Figure 1. Clock distribution.
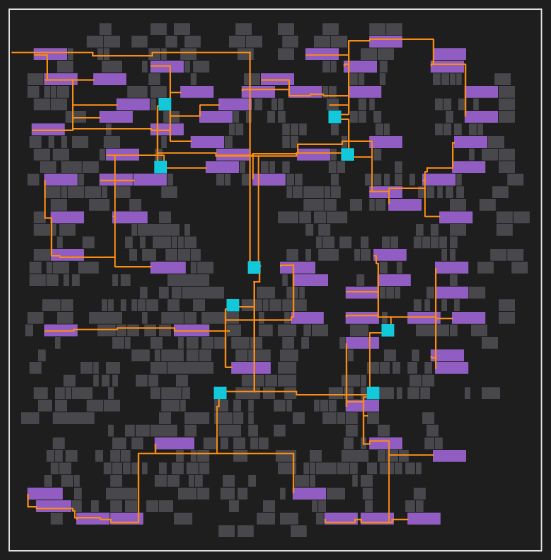
Figure 2. Sequential cells grouped by signal name.
Other sequential cells in the stronger gray, the rest of the logic in the fainter gray.
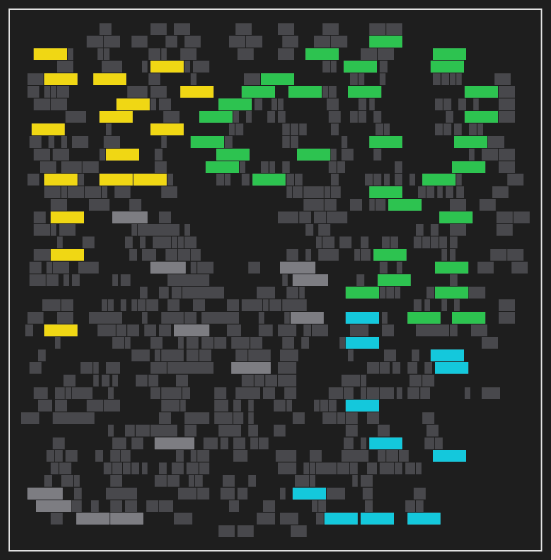
Figure 3. Met1 routing.
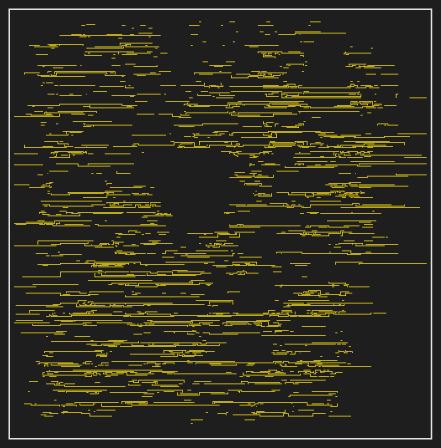
Figure 4. Nets reached from selected ports.
Bar = 20 microns.
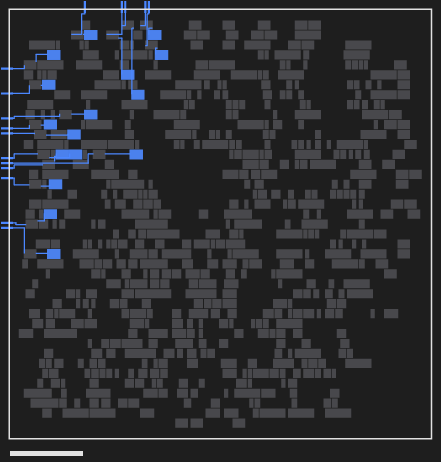
Figure 5. Routing congestion map.
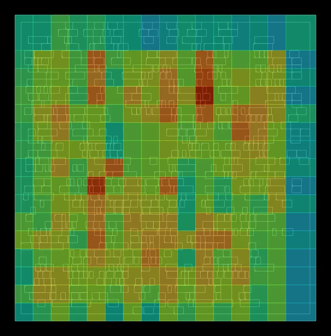
==> config.mk <==
export PLATFORM = sky130hd
export DESIGN_NAME = systolic_host_loader
export DESIGN_NICKNAME = d
export VERILOG_FILES = /design/src/rtl/systolic_host_loader.sv
export SDC_FILE = /design/constraint.sdc
export NUM_CORES = 1
export LEC_CHECK = 0
export CELL_PAD_IN_SITES_DETAIL_PLACEMENT = 0
export CELL_PAD_IN_SITES_GLOBAL_PLACEMENT = 1
export CORE_AREA = 2 2 113 115
export CTS_BUF_LIST = sky130_fd_sc_hd__clkbuf_4
export DETAILED_ROUTE_END_ITERATION = 7
export DIE_AREA = 0 0 115 117
export GPL_ROUTABILITY_DRIVEN = 0
export PLACE_DENSITY_LB_ADDON = 0.1
export SLEW_MARGIN = 5
export SYNTH_ARGS = -nofsm -noshare
export SYNTH_HDL_FRONTEND = slang
export SYNTH_SLANG_ARGS = --single-unit
export TNS_END_PERCENT = 50
==> constraint.sdc <==
create_clock -name clk -period 1.8 [get_ports clk]
set_input_delay 0.27 -clock clk [delete_from_list [all_inputs] [get_ports clk]]
set_output_delay 0.27 -clock clk [all_outputs]
set_load 0.02 [all_outputs]
==> src/rtl/systolic_host_loader.sv <==
// Host-side loader for the systolic wrapper: streams 16 A words and 16 B bytes onto
// the byte bus, starts the array, waits for completion and returns 4 result words.
module systolic_host_loader #(
  parameter int DONE_TIMEOUT = 1024
) (
  input  logic        clk,
  input  logic        rst,
  input  logic        s_valid,
  output logic        s_ready,
  input  logic [15:0] s_data,
  output logic        r_valid,
  input  logic        r_ready,
  output logic [31:0] r_data,
  output logic [1:0]  r_index,
  output logic        r_last,
  output logic [5:0]  m_addr,
  output logic [7:0]  m_wdata,
  output logic        m_write_en,
  output logic        m_read_en,
  output logic        m_start,
  input  logic [7:0]  m_rdata,
  input  logic        m_ready,
  input  logic        m_done,
  output logic        busy,
  output logic        err
);

  localparam int TW = $clog2(DONE_TIMEOUT + 1);
  localparam logic [TW-1:0] TIMER_LAST = TW'(DONE_TIMEOUT - 1);

  typedef enum logic [2:0] {
    IDLE, LOAD_A, LOAD_B, START, WAIT_DONE, READ, OUT, ERR
  } state_t;

  state_t          state, state_d;
  logic [3:0]      word_idx;
  logic [1:0]      byte_idx;
  logic            rd_phase;
  logic [1:0]      pend;
  logic [15:0]     hold;
  logic [31:0]     asm_q;
  logic [TW-1:0]   timer;
  logic            loading;
  logic            accept;
  logic            write_last;

  assign loading    = (state == LOAD_A) || (state == LOAD_B);
  assign accept     = s_valid && s_ready;
  // The final byte of the current word is on the bus this cycle.
  assign write_last = loading && (pend == 2'd1);

  assign r_data  = asm_q;
  assign r_index = word_idx[1:0];

  always_ff @(posedge clk) begin
    if (rst) state <= IDLE;
    else     state <= state_d;
  end

  always_comb begin
    state_d    = state;
    s_ready    = 1'b0;
    m_write_en = 1'b0;
    m_read_en  = 1'b0;
    m_start    = 1'b0;
    r_valid    = 1'b0;
    r_last     = 1'b0;
    busy       = (state != IDLE);
    err        = (state == ERR);
    m_addr     = 6'd0;
    m_wdata    = 8'd0;
    case (state)
      IDLE: begin
        if (m_ready) state_d = LOAD_A;
      end
      LOAD_A: begin
        s_ready    = (pend == 2'd0);
        m_write_en = (pend != 2'd0);
        m_addr     = {1'b0, word_idx, (pend == 2'd1)};
        m_wdata    = (pend == 2'd2) ? hold[7:0] : hold[15:8];
        if (write_last && word_idx == 4'd15) state_d = LOAD_B;
      end
      LOAD_B: begin
        s_ready    = (pend == 2'd0);
        m_write_en = (pend != 2'd0);
        m_addr     = {2'b10, word_idx};
        m_wdata    = hold[7:0];
        if (write_last && word_idx == 4'd15) state_d = START;
      end
      START: begin
        m_start = 1'b1;
        state_d = WAIT_DONE;
      end
      WAIT_DONE: begin
        if (m_done)                   state_d = READ;
        else if (timer >= TIMER_LAST) state_d = ERR;
      end
      READ: begin
        m_read_en = !rd_phase;
        m_addr    = {2'b11, word_idx[1:0], byte_idx};
        if (rd_phase && byte_idx == 2'd3) state_d = OUT;
      end
      OUT: begin
        r_valid = 1'b1;
        r_last  = (word_idx == 4'd3);
        if (r_ready) state_d = (word_idx == 4'd3) ? IDLE : READ;
      end
      ERR: begin
        state_d = ERR;
      end
      default: begin
        state_d = IDLE;
      end
    endcase
  end

  always_ff @(posedge clk) begin
    if (rst) begin
      word_idx <= 4'd0;
      byte_idx <= 2'd0;
      rd_phase <= 1'b0;
      pend     <= 2'd0;
      hold     <= 16'd0;
      asm_q    <= 32'd0;
      timer    <= '0;
    end else begin
      case (state)
        LOAD_A, LOAD_B: begin
          if (accept) begin
            hold <= s_data;
            pend <= (state == LOAD_A) ? 2'd2 : 2'd1;
          end else if (pend != 2'd0) begin
            pend <= pend - 2'd1;
            if (pend == 2'd1) word_idx <= (word_idx == 4'd15) ? 4'd0 : word_idx + 4'd1;
          end
        end
        START: begin
          timer <= TW'(1);
        end
        WAIT_DONE: begin
          timer <= timer + TW'(1);
          if (m_done) begin
            word_idx <= 4'd0;
            byte_idx <= 2'd0;
            rd_phase <= 1'b0;
          end
        end
        READ: begin
          // Phase 0 issues the read strobe; phase 1 captures the returned byte.
          if (!rd_phase) begin
            rd_phase <= 1'b1;
          end else begin
            asm_q[{byte_idx, 3'b000} +: 8] <= m_rdata;
            rd_phase <= 1'b0;
            byte_idx <= (byte_idx == 2'd3) ? 2'd0 : byte_idx + 2'd1;
          end
        end
        OUT: begin
          if (r_ready) word_idx <= (word_idx == 4'd3) ? 4'd0 : word_idx + 4'd1;
        end
        default: begin
        end
      endcase
    end
  end

endmodule
==> results.toml <==
# yosys + openroad results
[outcome]
status = "complete, but fails checks"
violations = "setup timing"

[placed_design]
pre_cts_ws_ns = -0.1891
detailedPlacementHpwl_microns = 7832
portBuffers = 85
dpl-instance-area_sq_mm = 0.004951
dpl.cell_count = 715

[logic_synthesis]
seq_area_frac_synth_pct = 39.27
area_reported_by_yosys_stat_sq_mm = 0.003620
yosysUniqueCellTypes = 56
main_area_contributors_after_synthesis = "sky130_fd_sc_hd__dfxtp_1 39%, sky130_fd_sc_hd__a21oi_1 7.2%, sky130_fd_sc_hd__nand2_1 5.9%, sky130_fd_sc_hd__nand3_1 5.7%, sky130_fd_sc_hd__mux2i_1 5.5%"
yosysTopAreaCell = "sky130_fd_sc_hd__dfxtp_1"
synth-edff-count = 0
leading_post_synthesis_cells_by_instance_count = "71 x sky130_fd_sc_hd__dfxtp_1, 57 x sky130_fd_sc_hd__nand2_1, 52 x sky130_fd_sc_hd__a21oi_1, 46 x sky130_fd_sc_hd__nor2_1, 41 x sky130_fd_sc_hd__nand3_1"
synthDominantCellAreaShare_pct = 39.27
most_common_cell = "sky130_fd_sc_hd__dfxtp_1"
floorplan.nets = 494
synthesis.instances = 453
ys_warn_count = 0
synthesized_area_per_cell_sq_um = 7.991
flop_cell = "sky130_fd_sc_hd__dfxtp_1"
registers_synthesis = 71
ys_async_sr_fraction_pct = 0
synthesis.area_sq_mm = 0.003620
yosys_cells = 453

[layout]
finalNonFillerCells = 738
layout.cell_area.non_filler_sq_mm = 0.005360
nFillCells = 1305
seq_area_sq_mm = 0.001438
area.growth.synth_to_final_pct = 48.08
antenna_cells_inserted = 0
multiInputGateArea_sq_mm = 0.002225
nets = 624
drive_gt1_share_pct = 26.36

[die]
fp-row-count = 41
core_util_floorplan_pct = 29.40
io-pin-count = 86
die_area_sq_mm = 0.01346
die_height_microns = 117
floorplan.core_area_sq_mm = 0.01231
die_x_microns = 115

[global_routing]
grt_antenna_before_repair = 0
vias_in_the_first_global_route = 3517
global_route.overflow_total = 0
first_pass_grt_wire_length_microns = 17220
global_route.usage.total_pct = 16.09
grt_max_degree = 53

[setup_path]
timing.critical_path.cells = "inv_2 -> ha_4 -> inv_2 -> o21ai_2 -> buf_6 -> a22oi_2 -> nor2_1 -> buf_4"
crit_path_start_kind = "flip-flop"
cp_slowest_cell = "sky130_fd_sc_hd__dfxtp_2"
setup.worst_path.class = "flip-flop to output port"
crit_required_ns = 1.53
crit_path_max_incr_delay_ns = 0.34
worst_path_dominant_cell_family = "buffers and inverters"
critPathMaxFanout = 8
timing.critical_path.buf_inv = 4
crit_path_frequent_cell = "sky130_fd_sc_hd__inv_2"
crit_path_end_kind = "output port"

[sta]
hold_viol_final = 0
setup_violations = 10
report.final.slew_viol_count = 0
worst_hold_slack_ns = 0.2838
fin_crit_sh_pct = 104.7
actual_slew_at_the_worst_max_slew_pin_ns = 0.4792
finalWorstPathRequiredPeriod_ns = 1.885
timing.setup.tns_ns = -0.6184
max_freq_mhz = 530.4
setup_slack_ns = -0.08524
rsz0062_at_grt = "yes"
clock-skew-final_ns = 0.01134
relSlewSlack_pct = 68.06

[route]
final_antenna_net_count = 0
drt_pass1_iterations = 6
viasPerCell = 4.946
detailroute.via_count = 3650
number_of_drc_markers_in_iteration_0 = 142
drc_errors = 0
totalWireLength_microns = 10770

[clocking]
path_clk_slew_ns = 0.12
clockBufferDepth = 2
tritoncts = "built"
cts_hold_repair.buffers = 0
cts_inserted_buffers = 9
clock_insertion_delay_worst_skew_ns = 0.41
cts_root_buffer = "sky130_fd_sc_hd__clkbuf_4"
htree_levels = 3

[pwr]
vdd.ir_drop.worst_mv = 0.5219
power.clock.fraction_pct = 16.7
power.sequential.fraction_pct = 35.1
fraction_of_power_consumed_by_combinational_cells_pct = 48.2
finalPower_mw = 5.275
power_leakage_nw = 2.078
switching_share_pct = 37.68
net-switching-power_mw = 1.988
power.density_mw_per_mm2 = 984.2
power.internal_mw = 3.287

[hold_path]
timing.hold.worst.class = "input pin to flip-flop"

[run]
log.warning_count = 36
drv.max_cap_violation_count = 0
Notes on Figure 1 above:
[cyan] clock drivers | count: 9
[orange] clock wires | length: 1040 microns
[purple] flip-flops | count: 71
routed clock nets: 10

Notes on Figure 2 above:
| color | signal | sequential cells |
|---|---|---|
| green | r_data | 32 |
| yellow | hold | 16 |
| cyan | timer | 11 |

Notes on Figure 3 above:
longest straight run: 33.6 microns
wire length on this layer: 5350 microns

Notes on Figure 4 above:
| color | port | bits | direction | edge | end cells | buffers | wire |
|---|---|---|---|---|---|---|---|
| blue | s_data | 16 | input | 11 left, 5 top | 16 | 16 | 219 microns |

Notes on Figure 5 above:
core occupancy in the finished layout: 43.54%
layer with the highest usage after global routing: met2
Routed wire per std cell: 14.59 microns

[path summary, 6_finish.rpt]
kind	start	to	slack (ns)	cells after the start
max	pend[0]	m_wdata[3]	-0.09	8
max reg2reg	state[0]	state[1]	0.06	6
min reg2reg	r_data[8]	r_data[8]	0.46	2
min	rst	timer[4]	0.28	2
[worst reg2reg max path: stages, from the launching register on]
cell	delay [ns]
sky130_fd_sc_hd__dfxtp_4	0.39
sky130_fd_sc_hd__buf_8	0.15
sky130_fd_sc_hd__buf_6	0.12
sky130_fd_sc_hd__buf_4	0.13
sky130_fd_sc_hd__o2111a_1	0.26
sky130_fd_sc_hd__or3_1	0.36
sky130_fd_sc_hd__a311oi_2	0.23
[layout by cell type, fill, tap and decap left out, types with 4 or more instances in the layout]
master	instances
sky130_fd_sc_hd__buf_4	69
sky130_fd_sc_hd__dfxtp_1	62
sky130_fd_sc_hd__clkdlybuf4s50_1	60
sky130_fd_sc_hd__nand2_1	55
sky130_fd_sc_hd__a21oi_1	51
sky130_fd_sc_hd__nor2_1	42
sky130_fd_sc_hd__nand3_1	41
sky130_fd_sc_hd__mux2i_1	19
sky130_fd_sc_hd__inv_1	11
sky130_fd_sc_hd__clkbuf_4	10
sky130_fd_sc_hd__buf_6	10
sky130_fd_sc_hd__o211ai_1	8
sky130_fd_sc_hd__ha_1	7
sky130_fd_sc_hd__dfxtp_2	7
sky130_fd_sc_hd__o21ai_0	6
sky130_fd_sc_hd__and2_1	6
sky130_fd_sc_hd__or3_1	6
sky130_fd_sc_hd__a22oi_1	5
sky130_fd_sc_hd__nand4_1	5
sky130_fd_sc_hd__a22oi_2	5
sky130_fd_sc_hd__nor2b_1	4
sky130_fd_sc_hd__mux2_2	4
sky130_fd_sc_hd__nor3_1	4
sky130_fd_sc_hd__ha_4	4
sky130_fd_sc_hd__buf_2	4
[per-layer routing]
metal,vias up,track usage [%],share of wire [%]
met5,-,0,0
met4,0,4.739,0.86
met3,7,3.296,4.3
met2,85,26.24,45
met1,1698,21.61,50
li1,1860,-,-
[repair_timing]
item                       4_1_cts  5_1_grt
setup endpoints to repair       28       81
gates resized                  132       59
setup buffers                    0        7
pin swaps                        8       17
[cell type report]
cell class | count | area share, %
multi-input combinational | 337 | 41.50
sequential | 71 | 26.82
timing repair buffer | 149 | 24.98
tap | 150 | 3.501
clock buffer | 10 | 1.401
inverter | 15 | 1.097
clock inverter | 6 | 0.7003
[sequential cells by signal, summed over array words and instances, names as in the netlist]
signal    count
word_idx      4
byte_idx      2
rd_phase      1
r_data       32
timer        11
state         3
pend          2
hold         16
[cell families (layout without fill, tap and decap cells)]
group | Yosys count | in the layout | synth area share, %
fa+ha+maj | 11 | 11 | 3.802
compound gates | 107 | 107 | 18.56
mux | 24 | 24 | 6.775
buf+inv | 45 | 180 | 5.842
flops | 71 | 71 | 39.27
simple gates | 195 | 195 | 25.75
[power by group through the flow]
stage | registers (mW) | logic (mW) | clock network (mW)
6_report | 1.85 | 2.54 | 0.883
5_1_grt | 1.87 | 2.76 | 0.992
4_1_cts | 1.84 | 2.22 | 0.931
3_5_place_dp | 1.84 | 2.16 | 0
3_3_place_gp | 1.84 | 2.14 | 0
2_1_floorplan | 1.82 | 1.22 | 0
